**Pin placement**

Scale: 3 px per um. Pins as bars across the die edge, other pins in grey.
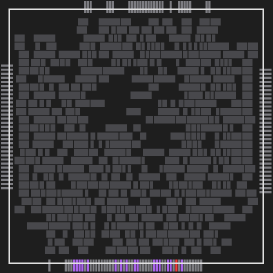
**Clock distribution**

Scale: 6 px per um.
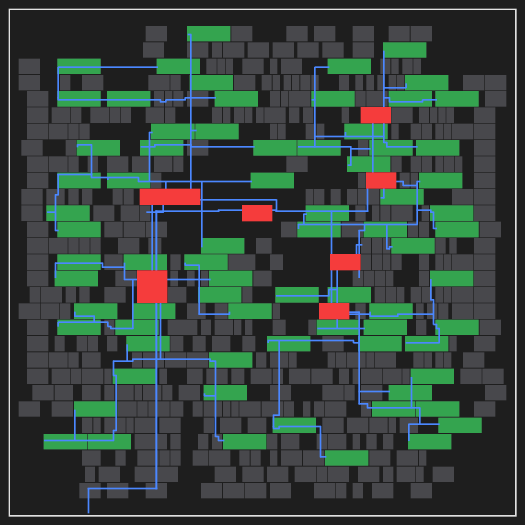
**Met2 routing**

Scale: 4 px per um. Cells faint in the background.
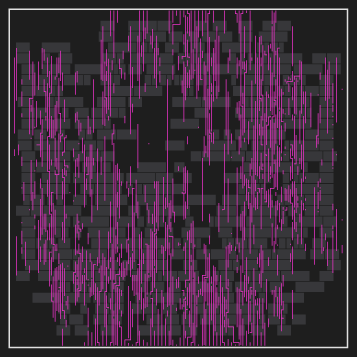
**Clock routing**

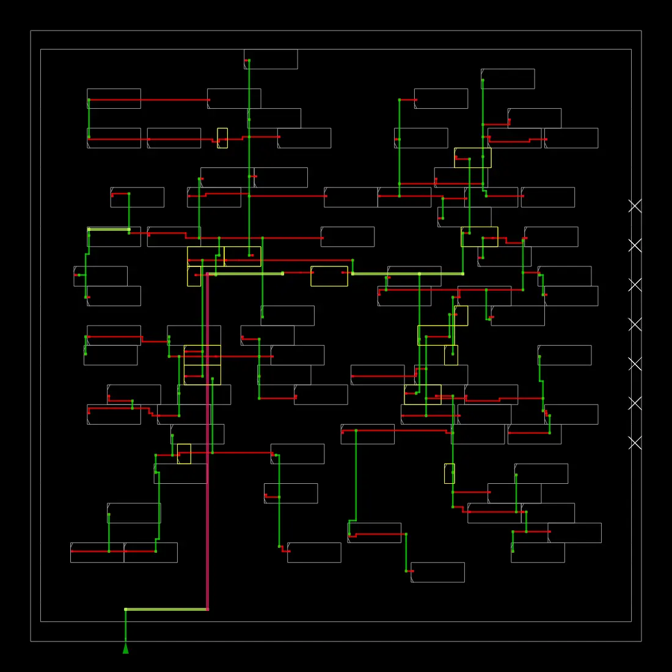
<file path="config.mk">
export PLATFORM = sky130hd
export DESIGN_NAME = spcpu_mem_bus_arbiter_flat
export DESIGN_NICKNAME = d
export VERILOG_FILES = /design/src/rtl/spcpu_mem_bus_arbiter_if.sv /design/src/rtl/spcpu_mem_bus_arbiter.sv /design/src/flat_wrapper.sv
export SDC_FILE = /design/constraint.sdc
export NUM_CORES = 1
export LEC_CHECK = 0
export CAP_MARGIN = 10
export CORE_MARGIN = 1
export CORE_UTILIZATION = 44
export CTS_CLUSTER_SIZE = 28
export DETAILED_ROUTE_END_ITERATION = 10
export HOLD_SLACK_MARGIN = 0.12
export PLACE_DENSITY = 0.92
export SYNTH_ARGS = -nofsm -noshare
export SYNTH_HDL_FRONTEND = slang
export SYNTH_SLANG_ARGS = --single-unit
</file>
<file path="constraint.sdc">
create_clock -name clk -period 4.4 [get_ports clk]
set_input_delay 1.1 -clock clk [delete_from_list [all_inputs] [get_ports clk]]
set_output_delay 1.1 -clock clk [all_outputs]
set_load 0.05 [all_outputs]
</file>
<file path="src/rtl/spcpu_mem_bus_arbiter_if.sv">
// Shared CPU memory bus bundle: fetch and load/store requester ports plus
// the single memory-side address/data path.
interface spcpu_mem_bus_arbiter_if #(
  parameter int unsigned ADDR_W = 16,
  parameter int unsigned DATA_W = 16
);
  logic              if_req;
  logic [ADDR_W-1:0] if_addr;
  logic              if_grant;
  logic              if_done;
  logic [DATA_W-1:0] if_rdata;

  logic              ds_req;
  logic [ADDR_W-1:0] ds_addr;
  logic              ds_we;
  logic              ds_sz;
  logic [DATA_W-1:0] ds_wdata;
  logic              ds_grant;
  logic              ds_done;
  logic [DATA_W-1:0] ds_rdata;

  logic [ADDR_W-1:0] mem_addr;
  logic              mem_acc_sz;
  logic              mem_we;
  logic [DATA_W-1:0] mem_wdata;
  logic [DATA_W-1:0] mem_rdata;

  // Arbiter view
  modport slave (
    input  if_req, if_addr, ds_req, ds_addr, ds_we, ds_sz, ds_wdata, mem_rdata,
    output if_grant, if_done, if_rdata, ds_grant, ds_done, ds_rdata,
           mem_addr, mem_acc_sz, mem_we, mem_wdata
  );

  // Requester / memory view
  modport master (
    output if_req, if_addr, ds_req, ds_addr, ds_we, ds_sz, ds_wdata, mem_rdata,
    input  if_grant, if_done, if_rdata, ds_grant, ds_done, ds_rdata,
           mem_addr, mem_acc_sz, mem_we, mem_wdata
  );
endinterface

</file>
<file path="src/rtl/spcpu_mem_bus_arbiter.sv">
// Two-requester memory bus arbiter: one access at a time, fixed latency,
// data-first priority with a bounded-starvation guard for instruction fetch.
module spcpu_mem_bus_arbiter #(
  parameter int unsigned ADDR_W   = 16,
  parameter int unsigned DATA_W   = 16,
  parameter int unsigned MEM_LAT  = 1,
  parameter int unsigned MAX_SKIP = 3
) (
  input  logic                    clk,
  input  logic                    reset,
  spcpu_mem_bus_arbiter_if.slave  bus
);

  localparam int unsigned CNT_W  = (MEM_LAT < 2)  ? 1 : $clog2(MEM_LAT);
  localparam int unsigned SKIP_W = (MAX_SKIP < 1) ? 1 : $clog2(MAX_SKIP + 1);
  localparam logic [SKIP_W-1:0] SKIP_MAX = SKIP_W'(MAX_SKIP);

  typedef enum logic {S_IDLE, S_BUSY} state_t;

  state_t              r_state;
  logic [CNT_W-1:0]    r_cnt;
  logic [SKIP_W-1:0]   r_skip;
  logic                r_owner_ds;

  logic                r_if_grant;
  logic                r_if_done;
  logic [DATA_W-1:0]   r_if_rdata;
  logic                r_ds_grant;
  logic                r_ds_done;
  logic [DATA_W-1:0]   r_ds_rdata;
  logic [ADDR_W-1:0]   r_mem_addr;
  logic                r_mem_acc_sz;
  logic                r_mem_we;
  logic [DATA_W-1:0]   r_mem_wdata;

  logic                w_fetch_wins;
  logic [SKIP_W-1:0]   w_skip_inc;
  logic [DATA_W-1:0]   w_rdata_fmt;

  // Fetch only overtakes data once it has been passed over MAX_SKIP times
  assign w_fetch_wins = bus.if_req && (!bus.ds_req || (r_skip == SKIP_MAX));
  assign w_skip_inc   = (r_skip == SKIP_MAX) ? r_skip : r_skip + SKIP_W'(1);
  assign w_rdata_fmt  = r_mem_acc_sz ? bus.mem_rdata
                                     : {{(DATA_W-8){1'b0}}, bus.mem_rdata[7:0]};

  always_ff @(posedge clk) begin
    if (reset) begin
      r_state      <= S_IDLE;
      r_cnt        <= '0;
      r_skip       <= '0;
      r_owner_ds   <= 1'b0;
      r_if_grant   <= 1'b0;
      r_if_done    <= 1'b0;
      r_if_rdata   <= '0;
      r_ds_grant   <= 1'b0;
      r_ds_done    <= 1'b0;
      r_ds_rdata   <= '0;
      r_mem_addr   <= '0;
      r_mem_acc_sz <= 1'b1;
      r_mem_we     <= 1'b0;
      r_mem_wdata  <= '0;
    end else begin
      r_if_grant <= 1'b0;
      r_ds_grant <= 1'b0;
      r_if_done  <= 1'b0;
      r_ds_done  <= 1'b0;
      case (r_state)
        S_IDLE: begin
          if (bus.if_req || bus.ds_req) begin
            r_state <= S_BUSY;
            r_cnt   <= CNT_W'(MEM_LAT - 1);
            if (w_fetch_wins) begin
              r_owner_ds   <= 1'b0;
              r_if_grant   <= 1'b1;
              r_mem_addr   <= bus.if_addr;
              r_mem_we     <= 1'b0;
              r_mem_acc_sz <= 1'b1;
              r_skip       <= '0;
            end else begin
              r_owner_ds   <= 1'b1;
              r_ds_grant   <= 1'b1;
              r_mem_addr   <= bus.ds_addr;
              r_mem_we     <= bus.ds_we;
              r_mem_acc_sz <= bus.ds_sz;
              r_mem_wdata  <= bus.ds_wdata;
              if (bus.if_req) begin
                r_skip <= w_skip_inc;
              end
            end
          end
        end
        S_BUSY: begin
          if (r_cnt == '0) begin
            r_state <= S_IDLE;
            if (r_owner_ds) begin
              r_ds_done <= 1'b1;
              if (!r_mem_we) begin
                r_ds_rdata <= w_rdata_fmt;
              end
            end else begin
              r_if_done  <= 1'b1;
              r_if_rdata <= w_rdata_fmt;
            end
            // Bus returns to its parked read/16-bit state; address holds
            r_mem_we     <= 1'b0;
            r_mem_acc_sz <= 1'b1;
          end else begin
            r_cnt <= r_cnt - CNT_W'(1);
          end
        end
        default: r_state <= S_IDLE;
      endcase
    end
  end

  assign bus.if_grant   = r_if_grant;
  assign bus.if_done    = r_if_done;
  assign bus.if_rdata   = r_if_rdata;
  assign bus.ds_grant   = r_ds_grant;
  assign bus.ds_done    = r_ds_done;
  assign bus.ds_rdata   = r_ds_rdata;
  assign bus.mem_addr   = r_mem_addr;
  assign bus.mem_acc_sz = r_mem_acc_sz;
  assign bus.mem_we     = r_mem_we;
  assign bus.mem_wdata  = r_mem_wdata;

endmodule

</file>
<file path="src/flat_wrapper.sv">
// flat-port wrapper written by rule: the top's interface ports become plain ports
module spcpu_mem_bus_arbiter_flat 
#(
  parameter int unsigned ADDR_W   = 16,
  parameter int unsigned DATA_W   = 16,
  parameter int unsigned MEM_LAT  = 1,
  parameter int unsigned MAX_SKIP = 3
)
  (clk, reset, bus_if_req, bus_if_addr, bus_ds_req, bus_ds_addr, bus_ds_we, bus_ds_sz, bus_ds_wdata, bus_mem_rdata, bus_if_grant, bus_if_done, bus_if_rdata, bus_ds_grant, bus_ds_done, bus_ds_rdata, bus_mem_addr, bus_mem_acc_sz, bus_mem_we, bus_mem_wdata);
  spcpu_mem_bus_arbiter_if #(.ADDR_W(ADDR_W), .DATA_W(DATA_W)) bus_i ();
  input  logic clk;
  input  logic reset;
  input wire logic [$bits(bus_i.if_req)-1:0] bus_if_req;
  input wire logic [$bits(bus_i.if_addr)-1:0] bus_if_addr;
  input wire logic [$bits(bus_i.ds_req)-1:0] bus_ds_req;
  input wire logic [$bits(bus_i.ds_addr)-1:0] bus_ds_addr;
  input wire logic [$bits(bus_i.ds_we)-1:0] bus_ds_we;
  input wire logic [$bits(bus_i.ds_sz)-1:0] bus_ds_sz;
  input wire logic [$bits(bus_i.ds_wdata)-1:0] bus_ds_wdata;
  input wire logic [$bits(bus_i.mem_rdata)-1:0] bus_mem_rdata;
  output wire logic [$bits(bus_i.if_grant)-1:0] bus_if_grant;
  output wire logic [$bits(bus_i.if_done)-1:0] bus_if_done;
  output wire logic [$bits(bus_i.if_rdata)-1:0] bus_if_rdata;
  output wire logic [$bits(bus_i.ds_grant)-1:0] bus_ds_grant;
  output wire logic [$bits(bus_i.ds_done)-1:0] bus_ds_done;
  output wire logic [$bits(bus_i.ds_rdata)-1:0] bus_ds_rdata;
  output wire logic [$bits(bus_i.mem_addr)-1:0] bus_mem_addr;
  output wire logic [$bits(bus_i.mem_acc_sz)-1:0] bus_mem_acc_sz;
  output wire logic [$bits(bus_i.mem_we)-1:0] bus_mem_we;
  output wire logic [$bits(bus_i.mem_wdata)-1:0] bus_mem_wdata;
  assign bus_i.if_req = bus_if_req;
  assign bus_i.if_addr = bus_if_addr;
  assign bus_i.ds_req = bus_ds_req;
  assign bus_i.ds_addr = bus_ds_addr;
  assign bus_i.ds_we = bus_ds_we;
  assign bus_i.ds_sz = bus_ds_sz;
  assign bus_i.ds_wdata = bus_ds_wdata;
  assign bus_i.mem_rdata = bus_mem_rdata;
  assign bus_if_grant = bus_i.if_grant;
  assign bus_if_done = bus_i.if_done;
  assign bus_if_rdata = bus_i.if_rdata;
  assign bus_ds_grant = bus_i.ds_grant;
  assign bus_ds_done = bus_i.ds_done;
  assign bus_ds_rdata = bus_i.ds_rdata;
  assign bus_mem_addr = bus_i.mem_addr;
  assign bus_mem_acc_sz = bus_i.mem_acc_sz;
  assign bus_mem_we = bus_i.mem_we;
  assign bus_mem_wdata = bus_i.mem_wdata;
  spcpu_mem_bus_arbiter #(.ADDR_W(ADDR_W), .DATA_W(DATA_W), .MEM_LAT(MEM_LAT), .MAX_SKIP(MAX_SKIP)) u_core (.clk(clk), .reset(reset), .bus(bus_i));
endmodule
</file>
==> Changelog: implementation <==
### Metrics

- Crit start category: flop
- Log Warnings: 26
- Max-cap violations: 0
- Post-CTS resize count: 0
- Cell-by-cell listing of the critical path: clkdlybuf4s50_1
- Nonclk inv count: 2
- Area leader share: 49.9%
- Final setup vio count: 0
- Delay-heaviest family, CP: buffers and inverters
- Dominant Register Cell: dfxtp_1
- Synth cell types: 32
- Combinational share of cell area: between 20 and 30%
- Power per cell area: around 350 nW/um^2
- Placer Congestion: 0.794
- Post-DP HPWL: 5910 um
- Die X: 84.2 um
- Critical R2R Launch: u_core.r_state
- Worst ir drop on vdd: 0.000254 V
- Input/output buffers: between 100 and 150
- Highest clock rate: 326 MHz
- Internal: between 0.001 and 0.0015 W
- Dominant cell type by area after synthesis: dfxtp_1
- Largest cell class: flip-flops and latches
- Fp util: 46.3%
- Class of the worst hold path: reg -> reg
- Placed Area: 4270 um^2
- Failing checks: design-rule violations
- Grt total ovfl: 0
- Number of enable flip-flop cells: 0
- Leakage: around 1.6 nW
- Post-synthesis adder-cell area fraction: 0.421%
- Most numerous logic cell after layout: clkdlybuf4s50_1
- Core Area: 6420 um^2
- H-tree level count: 3
- Num CTS Buffers: 9
- DRC: 14
- R2r worst-path depth: 3
- Fin cells: around 550
- Synth Instances: roughly 350
- Power Combinational: 0.000381 W
- Hold path depth: 2
- Post-Synthesis Net Count: 419
- Top cells by area: dfxtp_1, a21oi_1, nand2_1
- Asr flop ratio synth: 0%
- Die H: ~84 um
- AND/OR/NAND/NOR Cells, Area Fraction: ~23%
- Sequential Area: 1480 um^2
- CP Max Fanout: 18
- Slowest stage delay, CP: 0.93 ns
- Die area: around 7000 um^2
- CTS tree: built
- Final #Nets: ~540
- RR Endpoint: u_core.bus.if_rdata[13]
- DRT Pass-1 Iters: 7
- Status: finished, violations left
- #MultiIn Comb: approximately 240
- CP Capture Type: primary output
- Comb gate area: 1280 um^2
- Wire per inst: 15.3 um
- Seq pwr share: 47.7%
- RSZ-0062 raised after global routing: no
- Buf+Inv Stages, Crit Path: 1
- CTS Hold Bufs: 0
- Layout cells sized above 1: 4.26%
- Max Slew Vio Count: 0
- Sw frac: just over 30%
- Final core utilization: 68.8%
- WS Path Type: reg -> out
- Comb power frac: 24.8%
- Top Consumer: registers
- Cell total in the yosys stat output: 348
- Most frequent cells after synthesis: dfxtp_1, a21oi_1, nand2_1
- Most numerous logic cells after layout: clkdlybuf4s50_1, dfxtp_1, nand2_1, a21oi_1, nand3_1
About 'pin placement':
Key: purple = bus_if_addr [pins 16, direction input, edge south]; red = bus_if_grant [pins 1, direction output, edge south]

About 'clock distribution':
Key: blue = clock wires [length 813 um]; green = flip-flops [count 74]; red = clock drivers [count 9]
There are 10 routed clock nets.

About 'met2 routing':
The longest straight run is 34.0 um. The layer holds 50% of the routed length. 466 nets have wire on it.

About 'clock routing':
clock latency on the worst-skew pair: 0.32 ns
Worst Clk Skew: 0.00324 ns

[worst max-delay path by stage]
stage | start | end | slack, ns | cells past startpoint
6_report | u_core.bus.mem_acc_sz | bus_mem_acc_sz | 1.33 | 1
5_1_grt | u_core.bus.mem_acc_sz | bus_mem_acc_sz | 1.22 | 1
4_1_cts | u_core.bus.mem_acc_sz | bus_mem_acc_sz | 1.34 | 1
3_5_place_dp | bus_if_req | u_core.bus.mem_we | 1.21 | 5
3_3_place_gp | bus_if_req | u_core.bus.mem_we | 1.32 | 5
2_1_floorplan | bus_if_req | u_core.bus.mem_wdata[14] | 2.40 | 5
[per-layer routing]
layer	vias to the layer above	wire length, um	GRT usage, %
met2	130	4200	40.5
met5	-	0	0
met4	0	221	11.3
met1	1392	3400	28.7
li1	1450	-	-
met3	22	538	4.23
Power figures rest on the tool's default switching activity, not on a simulated workload.
